===== src/rtl/mem_port_arbiter_pkg.sv =====
// Shared types and memory-size encoding for the N-port memory arbiter.
// The size encoding matches the MemoryController len field.
package mem_port_arbiter_pkg;

    typedef enum logic {
        ST_IDLE = 1'b0,
        ST_BUSY = 1'b1
    } arb_state_t;

    localparam logic [2:0] SIZE_BYTE       = 3'b000;
    localparam logic [2:0] SIZE_HALF       = 3'b001;
    localparam logic [2:0] SIZE_WORD       = 3'b010;
    localparam int         SIZE_SIGNED_BIT = 2;

endpackage


===== src/rtl/mem_port_arbiter_rr_picker.sv =====
// Combinational priority picker with a rotating start position.
// Scans from base upward, wrapping modulo NUM_PORTS; first requester found wins.
module mem_port_arbiter_rr_picker #(
    parameter int NUM_PORTS = 3,
    parameter int IDX_W     = $clog2(NUM_PORTS)
) (
    input  logic [NUM_PORTS-1:0] req,
    input  logic [IDX_W-1:0]     base,
    output logic [NUM_PORTS-1:0] grant_oh,
    output logic [IDX_W-1:0]     grant_idx
);

    int   pos;
    logic found;

    always_comb begin
        grant_oh  = '0;
        grant_idx = '0;
        found     = 1'b0;
        pos       = 0;
        for (int off = 0; off < NUM_PORTS; off++) begin
            // base is always below NUM_PORTS, so one subtraction is enough to wrap
            pos = int'(base) + off;
            if (pos >= NUM_PORTS) begin
                pos = pos - NUM_PORTS;
            end
            if (!found && req[pos]) begin
                found         = 1'b1;
                grant_oh[pos] = 1'b1;
                grant_idx     = IDX_W'(pos);
            end
        end
    end

endmodule


===== src/rtl/mem_port_arbiter.sv =====
// Shares one MemoryController among NUM_PORTS requesters, round-robin or
// fixed priority with a starvation boost; request fields are latched at grant.
module mem_port_arbiter
    import mem_port_arbiter_pkg::*;
#(
    parameter int NUM_PORTS  = 3,
    parameter int ADDR_W     = 32,
    parameter int DATA_W     = 32,
    parameter int FIXED_PRIO = 0,
    parameter int MAX_WAIT   = 7
) (
    input  logic                          clk_in,
    input  logic                          rst_in,
    input  logic                          rdy_in,
    input  logic [NUM_PORTS-1:0]          req_valid,
    input  logic [NUM_PORTS-1:0]          req_wr,
    input  logic [3*NUM_PORTS-1:0]        req_size,
    input  logic [ADDR_W*NUM_PORTS-1:0]   req_addr,
    input  logic [DATA_W*NUM_PORTS-1:0]   req_data,
    output logic [NUM_PORTS-1:0]          req_ready,
    output logic [DATA_W-1:0]             req_res,
    output logic                          mc_valid,
    output logic                          mc_wr,
    output logic [ADDR_W-1:0]             mc_addr,
    output logic [2:0]                    mc_len,
    output logic [DATA_W-1:0]             mc_data,
    input  logic                          mc_ready,
    input  logic [DATA_W-1:0]             mc_res,
    output logic                          busy,
    output logic [$clog2(NUM_PORTS)-1:0]  grant_id
);

    localparam int IDX_W = $clog2(NUM_PORTS);
    localparam int CNT_W = $clog2(MAX_WAIT + 1);

    arb_state_t            state_reg;
    logic [IDX_W-1:0]      rr_ptr_reg;
    logic [IDX_W-1:0]      rr_ptr_next;
    logic [IDX_W-1:0]      pick_base;
    logic [IDX_W-1:0]      win_idx;
    logic [NUM_PORTS-1:0]  win_oh;
    logic [NUM_PORTS-1:0]  starved;
    logic [NUM_PORTS-1:0]  pick_req;
    logic                  arb_fire;
    logic                  complete;

    logic [2:0]            size_arr [NUM_PORTS];
    logic [ADDR_W-1:0]     addr_arr [NUM_PORTS];
    logic [DATA_W-1:0]     data_arr [NUM_PORTS];

    assign arb_fire = rdy_in && (state_reg == ST_IDLE) && (|req_valid);
    // Completion is suppressed while reset is held so an abandoned transfer never pulses.
    assign complete = rst_in && rdy_in && (state_reg == ST_BUSY) && mc_ready;
    assign req_res  = mc_res;

    assign pick_req    = ((FIXED_PRIO != 0) && (|starved)) ? starved : req_valid;
    assign pick_base   = (FIXED_PRIO != 0) ? '0 : rr_ptr_reg;
    assign rr_ptr_next = (int'(win_idx) == NUM_PORTS - 1) ? '0 : win_idx + 1'b1;

    mem_port_arbiter_rr_picker #(
        .NUM_PORTS (NUM_PORTS),
        .IDX_W     (IDX_W)
    ) u_picker (
        .req       (pick_req),
        .base      (pick_base),
        .grant_oh  (win_oh),
        .grant_idx (win_idx)
    );

    genvar gi;
    generate
        for (gi = 0; gi < NUM_PORTS; gi++) begin : g_port
            logic [CNT_W-1:0] wait_cnt_reg;

            assign size_arr[gi]  = req_size[gi*3 +: 3];
            assign addr_arr[gi]  = req_addr[gi*ADDR_W +: ADDR_W];
            assign data_arr[gi]  = req_data[gi*DATA_W +: DATA_W];
            assign req_ready[gi] = complete && (grant_id == IDX_W'(gi));
            assign starved[gi]   = req_valid[gi] && (wait_cnt_reg == CNT_W'(MAX_WAIT));

            always_ff @(posedge clk_in) begin
                if (!rst_in) begin
                    wait_cnt_reg <= '0;
                end else if (rdy_in) begin
                    if (!req_valid[gi]) begin
                        wait_cnt_reg <= '0;
                    end else if (arb_fire) begin
                        if (win_oh[gi]) begin
                            wait_cnt_reg <= '0;
                        end else if (wait_cnt_reg != CNT_W'(MAX_WAIT)) begin
                            wait_cnt_reg <= wait_cnt_reg + 1'b1;
                        end
                    end
                end
            end
        end
    endgenerate

    always_ff @(posedge clk_in) begin
        if (!rst_in) begin
            state_reg  <= ST_IDLE;
            rr_ptr_reg <= '0;
            grant_id   <= '0;
            mc_valid   <= 1'b0;
            busy       <= 1'b0;
            mc_wr      <= 1'b0;
            mc_addr    <= '0;
            mc_len     <= '0;
            mc_data    <= '0;
        end else if (rdy_in) begin
            case (state_reg)
                ST_IDLE: begin
                    if (|req_valid) begin
                        mc_wr     <= req_wr[win_idx];
                        mc_len    <= size_arr[win_idx];
                        mc_addr   <= addr_arr[win_idx];
                        mc_data   <= data_arr[win_idx];
                        grant_id  <= win_idx;
                        mc_valid  <= 1'b1;
                        busy      <= 1'b1;
                        state_reg <= ST_BUSY;
                        if (FIXED_PRIO == 0) begin
                            rr_ptr_reg <= rr_ptr_next;
                        end
                    end
                end
                ST_BUSY: begin
                    if (mc_ready) begin
                        mc_valid  <= 1'b0;
                        busy      <= 1'b0;
                        state_reg <= ST_IDLE;
                    end
                end
                default: state_reg <= ST_IDLE;
            endcase
        end
    end

endmodule


===== config.mk =====
export PLATFORM = sky130hd
export DESIGN_NAME = mem_port_arbiter
export DESIGN_NICKNAME = d
export VERILOG_FILES = /design/src/rtl/mem_port_arbiter_pkg.sv /design/src/rtl/mem_port_arbiter_rr_picker.sv /design/src/rtl/mem_port_arbiter.sv
export SDC_FILE = /design/constraint.sdc
export NUM_CORES = 1
export LEC_CHECK = 0
export ABC_AREA = 1
export ABC_CLOCK_PERIOD_IN_PS = 2140
export CORE_AREA = 2 2 136 138
export CTS_BUF_LIST = sky130_fd_sc_hd__clkbuf_8
export DETAILED_ROUTE_END_ITERATION = 12
export DIE_AREA = 0 0 138 140
export PLACE_DENSITY = 0.71
export REMOVE_ABC_BUFFERS = 1
export SYNTH_ARGS = -nofsm -noshare
export SYNTH_HDL_FRONTEND = slang
export SYNTH_SLANG_ARGS = --single-unit

===== constraint.sdc =====
create_clock -name clk_in -period 2.14 [get_ports clk_in]
set_clock_uncertainty 0.15 [all_clocks]
set_input_delay 0.535 -clock clk_in [delete_from_list [all_inputs] [get_ports clk_in]]
set_output_delay 0.535 -clock clk_in [all_outputs]
set_load 0.03 [all_outputs]

==> run_summary.xml, run 1 <==
<?xml version="1.0" encoding="UTF-8"?>
<metrics>
  <group name="clock_tree">
    <metric name="htree_levels" unit="">3</metric>
    <metric name="cts-root-to-sink-buffers" unit="">2</metric>
  </group>
  <group name="final_timing">
    <metric name="report.final.setup_viol" unit="">70</metric>
    <metric name="fmax" unit="MHz">436.8</metric>
    <metric name="maxSlewHeadroom" unit="%">69.72</metric>
    <metric name="final.setup.worst_slack" unit="ps">-149.5</metric>
  </group>
  <group name="detailed_routing">
    <metric name="drt-initial-drc-count" unit="">355</metric>
    <metric name="wl_met3" unit="um">2268</metric>
    <metric name="highest-signal-layer" unit="">met5</metric>
  </group>
  <group name="floorplan">
    <metric name="design.portCount" unit="">350</metric>
    <metric name="floorplan.tapcells" unit="">229</metric>
    <metric name="dieArea" unit="um^2">19320</metric>
  </group>
  <group name="synthesis">
    <metric name="ys_top_cells_by_count" unit="">229 x sky130_fd_sc_hd__nand2_1, 145 x sky130_fd_sc_hd__inv_1, 79 x sky130_fd_sc_hd__nand3_1</metric>
    <metric name="yosysWarningCount" unit="">0</metric>
    <metric name="post_synth_main_area_contributors" unit="">sky130_fd_sc_hd__dfxtp_1 28%, sky130_fd_sc_hd__nand2_1 16%, sky130_fd_sc_hd__inv_1 10%</metric>
    <metric name="synth-adder-area-share" unit="%">0.9427</metric>
    <metric name="syn_area_per_cell" unit="um^2">6.159</metric>
  </group>
  <group name="placement">
    <metric name="place.detailed.instances" unit="">1313</metric>
  </group>
  <group name="setup_path">
    <metric name="flop_to_flop_setup_slack" unit="ps">-150</metric>
    <metric name="timing.critical_path.from" unit="">pick_base[0]$_SDFFE_PN0P_</metric>
    <metric name="cp_top_family" unit="">simple AND/OR/NAND/NOR gates</metric>
  </group>
  <group name="outcome">
    <metric name="status" unit="">finished, violations left</metric>
    <metric name="violated_checks" unit="">setup timing</metric>
  </group>
  <group name="pwr">
    <metric name="clk_pwr" unit="uW">1000</metric>
    <metric name="leakage_power" unit="uW">0.004322</metric>
  </group>
  <group name="global_routing">
    <metric name="gr_layer_usage_met3" unit="%">7.692</metric>
  </group>
  <group name="final_layout">
    <metric name="buf_share" unit="%">40.33</metric>
  </group>
</metrics>
**Run 1: cell sizes after repair**

Scale: 3 px per um.
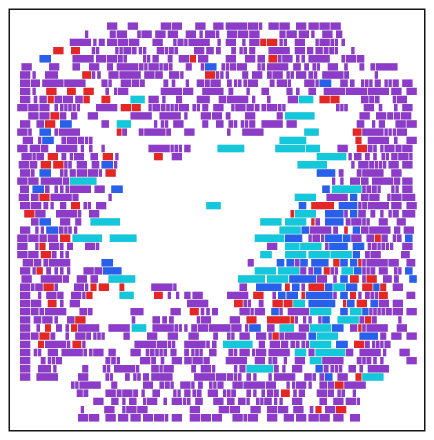
- red: _2 cells (cells 86; most used nand3_2)
- cyan: _6 and larger (cells 52; most used buf_12)
- purple: _0 and _1 cells (cells 931; most used clkdlybuf4s50_1)
- blue: _3 and _4 cells (cells 66; most used buf_4)

**Run 1: placement by cell class**

Scale: 3 px per um. Fill, decap, tap and diode cells in grey.
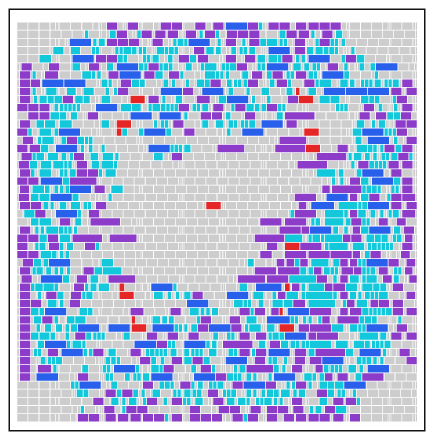
- cyan: combinational and other logic (cells 691)
- blue: sequential cells (cells 74)
- purple: remaining buffers and delay cells (cells 354)
- red: clock drivers and dummy loads (cells 16)

**Run 1: M3 wires**

Scale: 3 px per um.
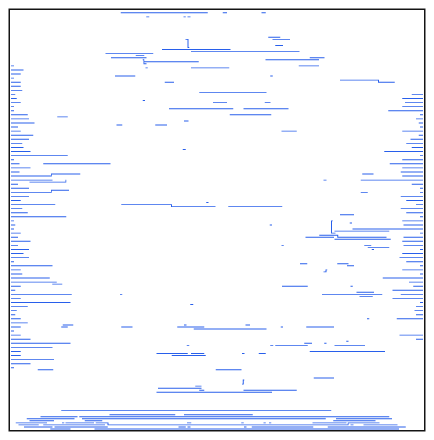
- share of all routed wire: 8.9%
- nets with wire on the layer: 217
- wire length on this layer: 2270 um
- main direction: horizontal

==> inputs of run 2 (changes only) <==
--- a/config.mk
+++ b/config.mk
@@ -6,12 +6,12 @@
 export NUM_CORES = 1
 export LEC_CHECK = 0
 export ABC_AREA = 1
-export ABC_CLOCK_PERIOD_IN_PS = 2140
-export CORE_AREA = 2 2 136 138
+export ABC_CLOCK_PERIOD_IN_PS = 2250
+export CORE_AREA = 2 2 137 139
 export CTS_BUF_LIST = sky130_fd_sc_hd__clkbuf_8
 export DETAILED_ROUTE_END_ITERATION = 12
-export DIE_AREA = 0 0 138 140
-export PLACE_DENSITY = 0.71
+export DIE_AREA = 0 0 139 141
+export PLACE_DENSITY = 0.68
 export REMOVE_ABC_BUFFERS = 1
 export SYNTH_ARGS = -nofsm -noshare
 export SYNTH_HDL_FRONTEND = slang
==> constraint.sdc (replaced) <==
create_clock -name clk_in -period 2.25 [get_ports clk_in]
set_clock_uncertainty 0.15 [all_clocks]
set_input_delay 0.5625 -clock clk_in [delete_from_list [all_inputs] [get_ports clk_in]]
set_output_delay 0.5625 -clock clk_in [all_outputs]
set_load 0.03 [all_outputs]
==> run_summary.xml, run 2 <==
<?xml version="1.0" encoding="UTF-8"?>
<metrics>
  <group name="outcome">
    <metric name="status" unit="">complete, no violations</metric>
  </group>
  <group name="pwr">
    <metric name="leakage_power" unit="uW">0.004020</metric>
    <metric name="power.switching_fraction" unit="%">49.19</metric>
    <metric name="clk_pwr" unit="uW">1020</metric>
  </group>
  <group name="synthesis">
    <metric name="synth-adder-area-share" unit="%">0.9427</metric>
    <metric name="syn_area_per_cell" unit="um^2">6.159</metric>
    <metric name="ys_top_cells_by_count" unit="">229 x sky130_fd_sc_hd__nand2_1, 145 x sky130_fd_sc_hd__inv_1, 79 x sky130_fd_sc_hd__nand3_1</metric>
    <metric name="post_synth_main_area_contributors" unit="">sky130_fd_sc_hd__dfxtp_1 28%, sky130_fd_sc_hd__nand2_1 16%, sky130_fd_sc_hd__inv_1 10%</metric>
    <metric name="yosysWarningCount" unit="">0</metric>
    <metric name="yosys.area_share.simple" unit="%">42.87</metric>
    <metric name="async_flop_share" unit="%">0</metric>
  </group>
  <group name="final_timing">
    <metric name="fmax" unit="MHz">453.9</metric>
    <metric name="maxSlewHeadroom" unit="%">75.02</metric>
    <metric name="final.setup.worst_slack" unit="ps">46.89</metric>
    <metric name="report.final.setup_viol" unit="">0</metric>
  </group>
  <group name="setup_path">
    <metric name="timing.critical_path.from" unit="">rdy_in</metric>
  </group>
  <group name="global_routing">
    <metric name="gr_layer_usage_met3" unit="%">9.205</metric>
    <metric name="gr-usage-met1" unit="%">26.40</metric>
    <metric name="globalRouteMet2Util" unit="%">34.17</metric>
    <metric name="grt_antenna_before_repair" unit="">0</metric>
  </group>
  <group name="detailed_routing">
    <metric name="drt-initial-drc-count" unit="">388</metric>
    <metric name="highest-signal-layer" unit="">met5</metric>
  </group>
  <group name="floorplan">
    <metric name="floorplan.tapcells" unit="">234</metric>
    <metric name="dieArea" unit="um^2">19600</metric>
  </group>
  <group name="clock_tree">
    <metric name="cts-root-to-sink-buffers" unit="">2</metric>
    <metric name="htree_levels" unit="">3</metric>
  </group>
  <group name="placement">
    <metric name="place.detailed.instances" unit="">1322</metric>
  </group>
</metrics>
**Run 2: M3 wires**

Scale: 3 px per um.
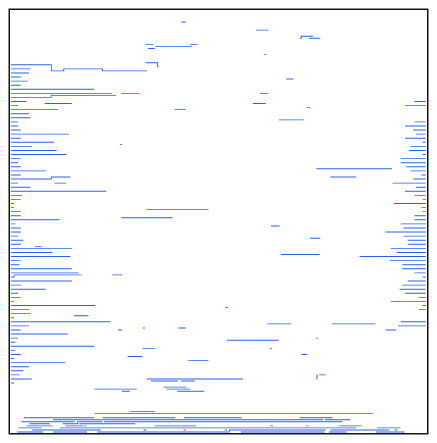
- longest straight run: 98.4 um
- share of all routed wire: 8.9%
- wire length on this layer: 2120 um
- nets with wire on the layer: 188
- main direction: horizontal

**Run 2: logic cells by family**

Scale: 3 px per um.
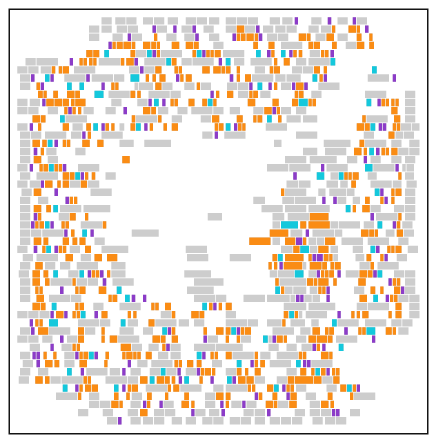
- purple: inv cells (cells 152; where spread over the die)
- orange: nand cells (cells 450; where spread over the die)
- cyan: aoi and oai cells (cells 78; where spread over the die)

==> inputs of run 3 (changes only) <==
--- a/config.mk
+++ b/config.mk
@@ -5,13 +5,11 @@
 export SDC_FILE = /design/constraint.sdc
 export NUM_CORES = 1
 export LEC_CHECK = 0
-export ABC_AREA = 1
 export ABC_CLOCK_PERIOD_IN_PS = 2250
-export CORE_AREA = 2 2 137 139
+export CORE_AREA = 2 2 136 138
 export CTS_BUF_LIST = sky130_fd_sc_hd__clkbuf_8
 export DETAILED_ROUTE_END_ITERATION = 12
-export DIE_AREA = 0 0 139 141
-export PLACE_DENSITY = 0.68
+export DIE_AREA = 0 0 138 140
 export REMOVE_ABC_BUFFERS = 1
 export SYNTH_ARGS = -nofsm -noshare
 export SYNTH_HDL_FRONTEND = slang
==> run_summary.xml, run 3 <==
<?xml version="1.0" encoding="UTF-8"?>
<metrics>
  <group name="outcome">
    <metric name="status" unit="">finished, violations left</metric>
    <metric name="violated_checks" unit="">setup timing</metric>
  </group>
  <group name="floorplan">
    <metric name="dieArea" unit="um^2">19320</metric>
    <metric name="die_w" unit="um">138</metric>
  </group>
  <group name="final_timing">
    <metric name="maxSlewHeadroom" unit="%">72.88</metric>
    <metric name="final.setup.worst_slack" unit="ps">-263.3</metric>
    <metric name="report.final.setup_viol" unit="">70</metric>
    <metric name="tns" unit="ps">-13700</metric>
    <metric name="fmax" unit="MHz">397.9</metric>
  </group>
  <group name="clock_tree">
    <metric name="cts-root-to-sink-buffers" unit="">2</metric>
    <metric name="htree_levels" unit="">3</metric>
  </group>
  <group name="setup_path">
    <metric name="timing.critical_path.from" unit="">pick_base[1]$_SDFFE_PN0P_</metric>
    <metric name="crit_type" unit="">reg2reg</metric>
    <metric name="critical_path.endpoint_type" unit="">register</metric>
    <metric name="flop_to_flop_setup_slack" unit="ps">-260</metric>
  </group>
  <group name="global_routing">
    <metric name="gr-usage-met1" unit="%">24.90</metric>
    <metric name="globalRouteMet2Util" unit="%">31.81</metric>
    <metric name="grt_first_pass_wirelength" unit="um">31020</metric>
    <metric name="gr_layer_usage_met3" unit="%">11.01</metric>
    <metric name="grt_antenna_before_repair" unit="">1</metric>
  </group>
  <group name="synthesis">
    <metric name="synth-adder-area-share" unit="%">1.130</metric>
    <metric name="yosysWarningCount" unit="">0</metric>
    <metric name="yosys.area_share.simple" unit="%">19.47</metric>
    <metric name="post_synth_main_area_contributors" unit="">sky130_fd_sc_hd__dfxtp_1 33%, sky130_fd_sc_hd__o21ai_0 12%, sky130_fd_sc_hd__and3_1 9.6%</metric>
    <metric name="async_flop_share" unit="%">0</metric>
    <metric name="ys_top_cells_by_count" unit="">105 x sky130_fd_sc_hd__o21ai_0, 76 x sky130_fd_sc_hd__nand2_1, 74 x sky130_fd_sc_hd__dfxtp_1</metric>
  </group>
  <group name="detailed_routing">
    <metric name="drt-initial-drc-count" unit="">258</metric>
    <metric name="highest-signal-layer" unit="">met5</metric>
  </group>
  <group name="placement">
    <metric name="place.detailed.instances" unit="">1049</metric>
  </group>
  <group name="pwr">
    <metric name="power.switching_fraction" unit="%">37.98</metric>
    <metric name="leakage_power" unit="uW">0.003101</metric>
    <metric name="clk_pwr" unit="uW">1350</metric>
  </group>
</metrics>
**Run 3: M3 wires**

Scale: 3 px per um.
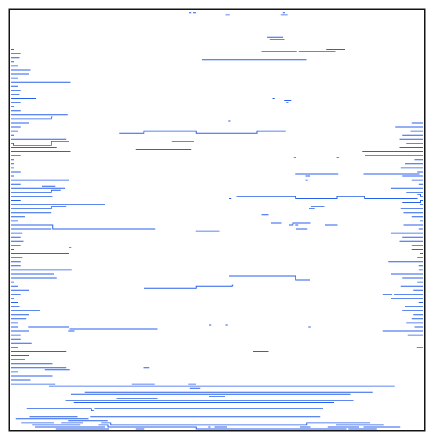
- nets with wire on the layer: 193
- main direction: horizontal
- longest straight run: 115 um

**Run 3: logic cells by family**

Scale: 3 px per um.
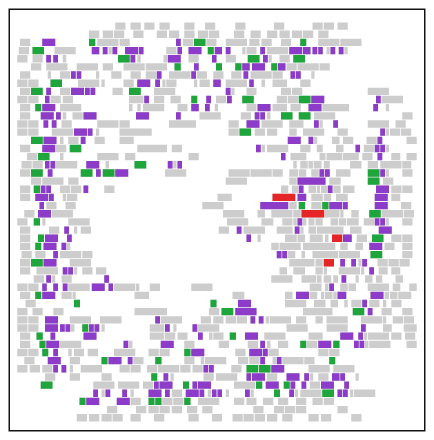
- red: non-inverting ao/oa cells (cells 4; where east)
- purple: aoi and oai cells (cells 222; where spread over the die)
- green: and/or cells (cells 70; where spread over the die)


==> screenshots <==
Routing congestion.
panel A
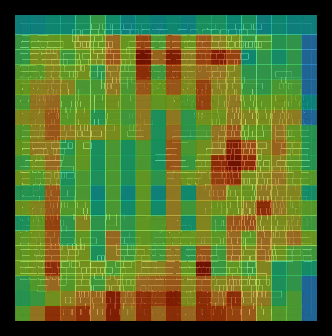
panel B
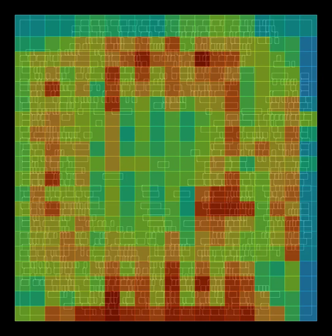
panel C
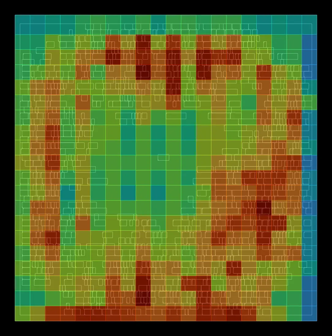
run 3: panel A
run 2: panel B
run 1: panel C

No activity file was given, so power comes from the tool's default toggle rates.
